### src/rtl/tns_decoder_25_pkg.sv
// Shared constants for the 25-wire TNS bus receive path.
//   BLEN09_C     data word width recovered from a 25-bit codeword
//   TNS_CW       codeword width (25 wires)
//   TNS0k_{A,B,C} wire weights for triplet k, where A = B + C, so a single
//                A bit and the B+C pair carry the same value
//   TNS09_C      weight of the top wire (bit 24)
//   tns_weight() weight of a codeword bit by position, 0..24
//   tns_s1_t     first pipeline stage payload (group partials + xtalk flag)
package tns_decoder_25_pkg;

    localparam int BLEN09_C = 17;
    localparam int TNS_CW   = 25;
    localparam int TNS_NGRP = 9;              // 8 triplets + the lone top bit
    localparam int TNS_SW   = BLEN09_C + 1;   // one guard bit for range detection

    // Each weight is the sum of the two below it, starting from 1, 1.
    localparam int unsigned TNS01_B = 1;
    localparam int unsigned TNS01_A = 2;
    localparam int unsigned TNS02_C = 3;
    localparam int unsigned TNS02_B = 5;
    localparam int unsigned TNS02_A = 8;
    localparam int unsigned TNS03_C = 13;
    localparam int unsigned TNS03_B = 21;
    localparam int unsigned TNS03_A = 34;
    localparam int unsigned TNS04_C = 55;
    localparam int unsigned TNS04_B = 89;
    localparam int unsigned TNS04_A = 144;
    localparam int unsigned TNS05_C = 233;
    localparam int unsigned TNS05_B = 377;
    localparam int unsigned TNS05_A = 610;
    localparam int unsigned TNS06_C = 987;
    localparam int unsigned TNS06_B = 1597;
    localparam int unsigned TNS06_A = 2584;
    localparam int unsigned TNS07_C = 4181;
    localparam int unsigned TNS07_B = 6765;
    localparam int unsigned TNS07_A = 10946;
    localparam int unsigned TNS08_C = 17711;
    localparam int unsigned TNS08_B = 28657;
    localparam int unsigned TNS08_A = 46368;
    localparam int unsigned TNS09_C = 75025;

    typedef struct packed {
        logic [TNS_NGRP-1:0][TNS_SW-1:0] part;
        logic                            xtalk;
    } tns_s1_t;

    // Weight of codeword bit 'bitpos'; 0 for out-of-range positions.
    function automatic int unsigned tns_weight(input int bitpos);
        case (bitpos)
            0:       return 1;
            1:       return TNS01_B;
            2:       return TNS01_A;
            3:       return TNS02_C;
            4:       return TNS02_B;
            5:       return TNS02_A;
            6:       return TNS03_C;
            7:       return TNS03_B;
            8:       return TNS03_A;
            9:       return TNS04_C;
            10:      return TNS04_B;
            11:      return TNS04_A;
            12:      return TNS05_C;
            13:      return TNS05_B;
            14:      return TNS05_A;
            15:      return TNS06_C;
            16:      return TNS06_B;
            17:      return TNS06_A;
            18:      return TNS07_C;
            19:      return TNS07_B;
            20:      return TNS07_A;
            21:      return TNS08_C;
            22:      return TNS08_B;
            23:      return TNS08_A;
            24:      return TNS09_C;
            default: return 0;
        endcase
    endfunction

endpackage

### src/rtl/tns_decoder_25_group_sum.sv
// Partial sum of one codeword triplet.
//   trip  in  3  triplet bits, trip[2] carries weight WA, trip[0] weight WC
//   sum   out W  WA*trip[2] + WB*trip[1] + WC*trip[0]
module tns_group_sum #(
    parameter int          W  = 18,
    parameter int unsigned WA = 0,
    parameter int unsigned WB = 0,
    parameter int unsigned WC = 0
) (
    input  logic [2:0]   trip,
    output logic [W-1:0] sum
);

    assign sum = (trip[2] ? W'(WA) : '0)
               + (trip[1] ? W'(WB) : '0)
               + (trip[0] ? W'(WC) : '0);

endmodule

### src/rtl/tns_decoder_25.sv
// TNS 25-wire bus decoder: recovers the data word as the weighted sum of the
// set codeword bits, flags sums that overflow the data width and flags
// opposite-direction switching on adjacent wires between accepted words.
// Two-stage valid/ready pipeline, one word per cycle when not stalled.
//   clock      in   1   rising-edge clock
//   reset_n    in   1   asynchronous active-low reset
//   codein     in   CW  codeword, bit 24 carries the largest weight
//   in_valid   in   1   codein valid
//   in_ready   out  1   codein accepted this cycle when in_valid is high
//   dataout    out  DW  decoded word (sum modulo 2**DW)
//   out_valid  out  1   dataout / err_range / err_xtalk valid
//   out_ready  in   1   downstream takes the output this cycle
//   err_range  out  1   decoded sum did not fit in DW bits
//   err_xtalk  out  1   adjacent wires switched in opposite directions
module tns_decoder_25
    import tns_decoder_25_pkg::*;
#(
    parameter int DW = BLEN09_C,
    parameter int CW = TNS_CW
) (
    input  logic          clock,
    input  logic          reset_n,
    input  logic [CW-1:0] codein,
    input  logic          in_valid,
    output logic          in_ready,
    output logic [DW-1:0] dataout,
    output logic          out_valid,
    input  logic          out_ready,
    output logic          err_range,
    output logic          err_xtalk
);

    logic          v1;
    logic          v2;
    logic          adv2;
    logic          accept;
    logic [CW-1:0] prev;
    logic          prev_vld;

    logic [TNS_SW-1:0] part_d [TNS_NGRP];
    tns_s1_t           s1_d;
    tns_s1_t           s1_q;
    logic [TNS_SW-1:0] sum;

    logic [CW-1:0] diff;
    logic [CW-2:0] opp;

    // Handshake. in_ready depends only on pipeline state and out_ready.
    assign adv2     = ~v2 | out_ready;
    assign in_ready = ~v1 | adv2;
    assign accept   = in_valid & in_ready;
    assign out_valid = v2;

    // Triplet groups 1..8 cover bits 23..0; group 1 holds the unit bit.
    for (genvar g = 1; g <= 8; g++) begin : g_grp
        tns_group_sum #(
            .W  (TNS_SW),
            .WA (tns_weight(3*g-1)),
            .WB (tns_weight(3*g-2)),
            .WC (tns_weight(3*g-3))
        ) u_sum (
            .trip (codein[3*g-1 -: 3]),
            .sum  (part_d[g-1])
        );
    end

    // Group 9 is the single top wire.
    assign part_d[8] = codein[CW-1] ? TNS_SW'(TNS09_C) : '0;

    // A pair of neighbours both toggling to different levels means one rose
    // while the other fell.
    assign diff = codein ^ prev;
    assign opp  = diff[CW-2:0] & diff[CW-1:1] & (codein[CW-2:0] ^ codein[CW-1:1]);

    always_comb begin
        s1_d       = '0;
        s1_d.xtalk = prev_vld & (|opp);
        for (int g = 0; g < TNS_NGRP; g++) begin
            s1_d.part[g] = part_d[g];
        end
    end

    // Guard bit keeps the overflow visible; the full 25-wire sum fits in TNS_SW.
    always_comb begin
        sum = '0;
        for (int g = 0; g < TNS_NGRP; g++) begin
            sum = sum + s1_q.part[g];
        end
    end

    // Stage 1: capture partials and xtalk; prev tracks accepted words only.
    always_ff @(posedge clock or negedge reset_n) begin
        if (!reset_n) begin
            s1_q     <= '0;
            v1       <= 1'b0;
            prev     <= '0;
            prev_vld <= 1'b0;
        end else begin
            if (accept) begin
                s1_q     <= s1_d;
                v1       <= 1'b1;
                prev     <= codein;
                prev_vld <= 1'b1;
            end else if (adv2) begin
                v1 <= 1'b0;
            end
        end
    end

    // Stage 2: outputs only change when the stage advances, so a stalled
    // word holds. A bubble clears v2 but leaves the last data in place.
    always_ff @(posedge clock or negedge reset_n) begin
        if (!reset_n) begin
            v2        <= 1'b0;
            dataout   <= '0;
            err_range <= 1'b0;
            err_xtalk <= 1'b0;
        end else if (adv2) begin
            v2 <= v1;
            if (v1) begin
                dataout   <= sum[DW-1:0];
                err_range <= sum[DW];
                err_xtalk <= s1_q.xtalk;
            end
        end
    end

endmodule

### config.mk
export PLATFORM = sky130hd
export DESIGN_NAME = tns_decoder_25
export DESIGN_NICKNAME = d
export VERILOG_FILES = /design/src/rtl/tns_decoder_25_pkg.sv /design/src/rtl/tns_decoder_25_group_sum.sv /design/src/rtl/tns_decoder_25.sv
export SDC_FILE = /design/constraint.sdc
export NUM_CORES = 1
export LEC_CHECK = 0
export CAP_MARGIN = 30
export CELL_PAD_IN_SITES_DETAIL_PLACEMENT = 0
export CELL_PAD_IN_SITES_GLOBAL_PLACEMENT = 1
export CORE_MARGIN = 3
export CORE_UTILIZATION = 51
export DETAILED_ROUTE_END_ITERATION = 10
export PLACE_DENSITY = 0.78
export SETUP_SLACK_MARGIN = 0.15
export SLEW_MARGIN = 25
export SYNTH_ARGS = -nofsm -noshare
export SYNTH_HDL_FRONTEND = slang
export SYNTH_HIERARCHICAL = 1
export SYNTH_SLANG_ARGS = --single-unit
### constraint.sdc
create_clock -name clock -period 6.84 [get_ports clock]
set_input_delay 1.71 -clock clock [delete_from_list [all_inputs] [get_ports clock]]
set_output_delay 1.71 -clock clock [all_outputs]
set_load 0.05 [all_outputs]
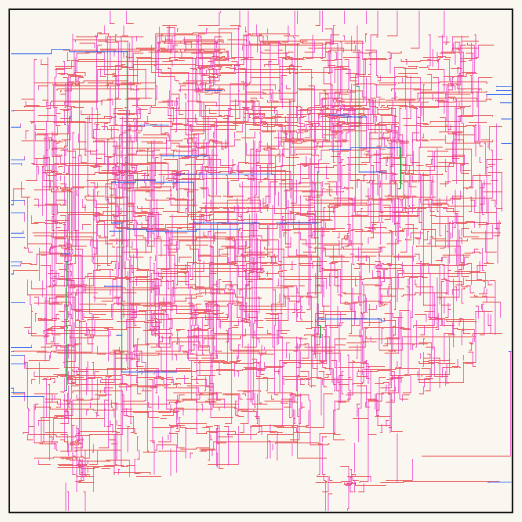
**Above:** signal wires by layer.
(3 px per µm)
| layer | colour | wire length |
|---|---|---|
| M1 | red | 11100 µm |
| M3 | blue | 425 µm |
| M2 | magenta | 12700 µm |
| M4 | green | 323 µm |

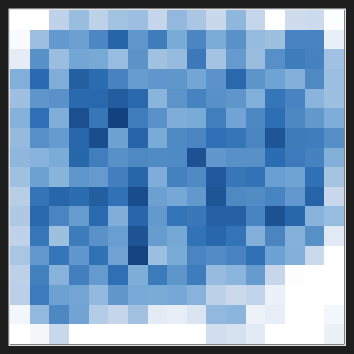
**Above:** cell area per tile.
(2 px per µm) The die is cut into 17 by 17 equal tiles; white is low, dark blue is high, 0 to 100% covered.
tiles over 75% full: 13%
fullest tile: 93%
nearly empty tiles: 8.3%
emptiest ninth of the die: south-east
mean over tiles: 50%

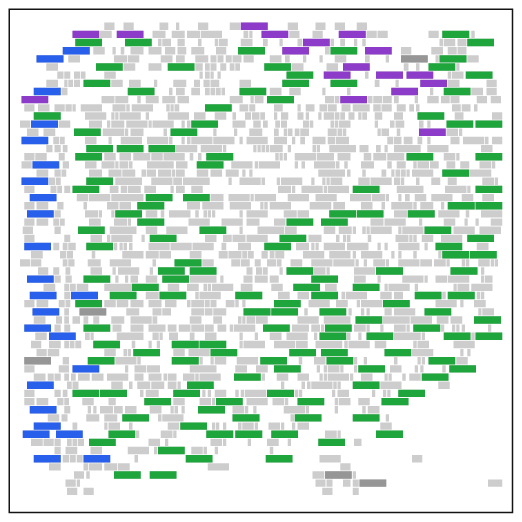
**Above:** where the registers sit.
(3 px per µm) Other sequential cells in the stronger grey, the rest of the logic in the fainter grey.
| netlist name | colour | sequential cells |
|---|---|---|
| `dataout` | purple | 17 |
| `prev` | blue | 24 |
| `s1_q` | green | 146 |
not coloured: 5

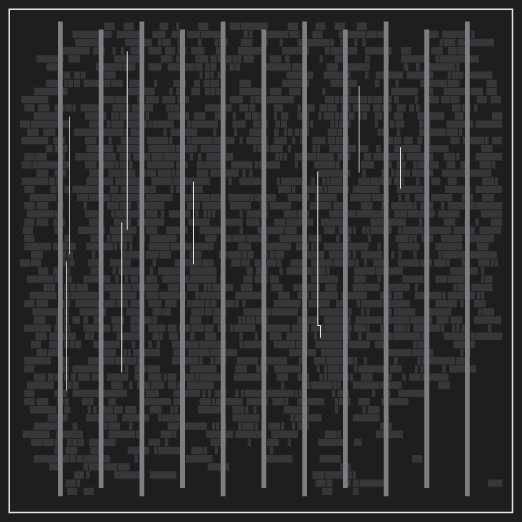
**Above:** met4 routing.
(3 px per µm) Supply wires on this layer in grey.
share of all routed wire: 1.3%
wire length on this layer: 323 µm
longest straight run: 59.2 µm
main direction: vertical

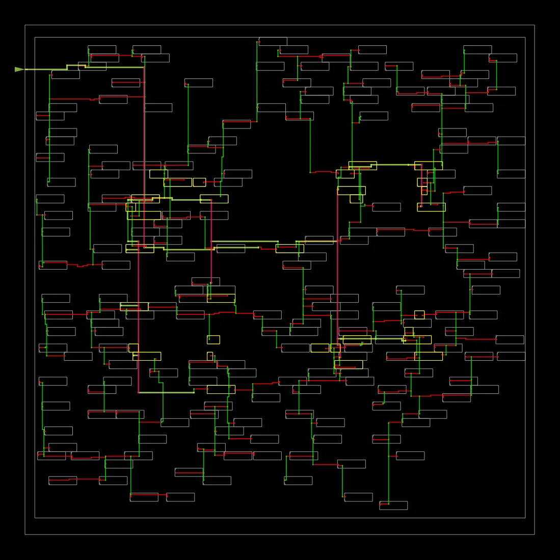
**Above:** clock nets.
Layout Skew: 0.0125 ns
registers: 192
Num CTS Buffers: 17

==> GITHUB_STEP_SUMMARY <==
## Synthesis and layout report

| Metric | Value |
|---|---|
| Outcome | `finished clean` |
| Pre-CTS setup slack | `between 1.5 and 2 ns` |
| Drt initial violations | `approximately 340` |
| Die W | `167 µm` |
| Hold Vio Cnt, Final | `0` |
| Global Route met3 Usage | `0.0243` |
| Hold Path Sink | `prev_vld$_DFFE_PN0P_` |
| Post-synth EDFFs | `0` |
| Total grt overflow | `0` |
| Ao+oa area frac | `0.0508` |
| Most numerous logic cell after layout | `inv_1` |
| Post-detail-place hpwl | `between 15000 and 20000 µm` |
| RR Endpoint | `dataout[12]$_DFFE_PN0P_` |
| Crit path from | `out_ready` |
| CTS Buffer Depth | `2` |
| FFs w/ async S/R, synth | `1.00` |
| Synthesized area | `between 10000 and 15000 µm²` |
| FF-to-FF Start | `s1_q[158]$_DFFE_PN0P_` |
| Post-Layout Inst Area | `14300 µm²` |
| Largest net degree at the start of global routing | `roughly 110` |
| Register area | `about 4800 µm²` |
| Cell Rows | `58` |
| Max-area cell class | `multi-input combinational cells` |
| WL per Instance | `between 15 and 20 µm` |
| XOR/XNOR Area Share | `0.0357` |
| Clk cell area share | `0.0418` |
| Setup TNS | `0 ns` |
| Post-CTS setup buffer count | `0` |
| IO Pins | `approximately 50` |
| Crit Path Class | `in -> out` |
| Biggest regs | `s1_q: 146 flops, prev: 24 flops, dataout: 17 flops` |
| Area delta synth->final | `8.15%` |
| Via/cell ratio | `4.89` |
| Inverters | `approximately 220` |
| Cell family with the largest share of critical-path delay | `buffers and inverters` |
| Seq cells post-synth | `~190` |
| Seq share, synth | `0.362` |
| Placed instance count | `1502` |
| Hold Crit Class | `reg -> reg` |
| Met2 global-route usage | `0.333` |
| Most frequent cell after synthesis | `inv_1` |
| Grt peak-use layer | `met2` |
| Share of cells above drive strength 1 | `0.186` |
| Worst setup EP type | `primary output` |
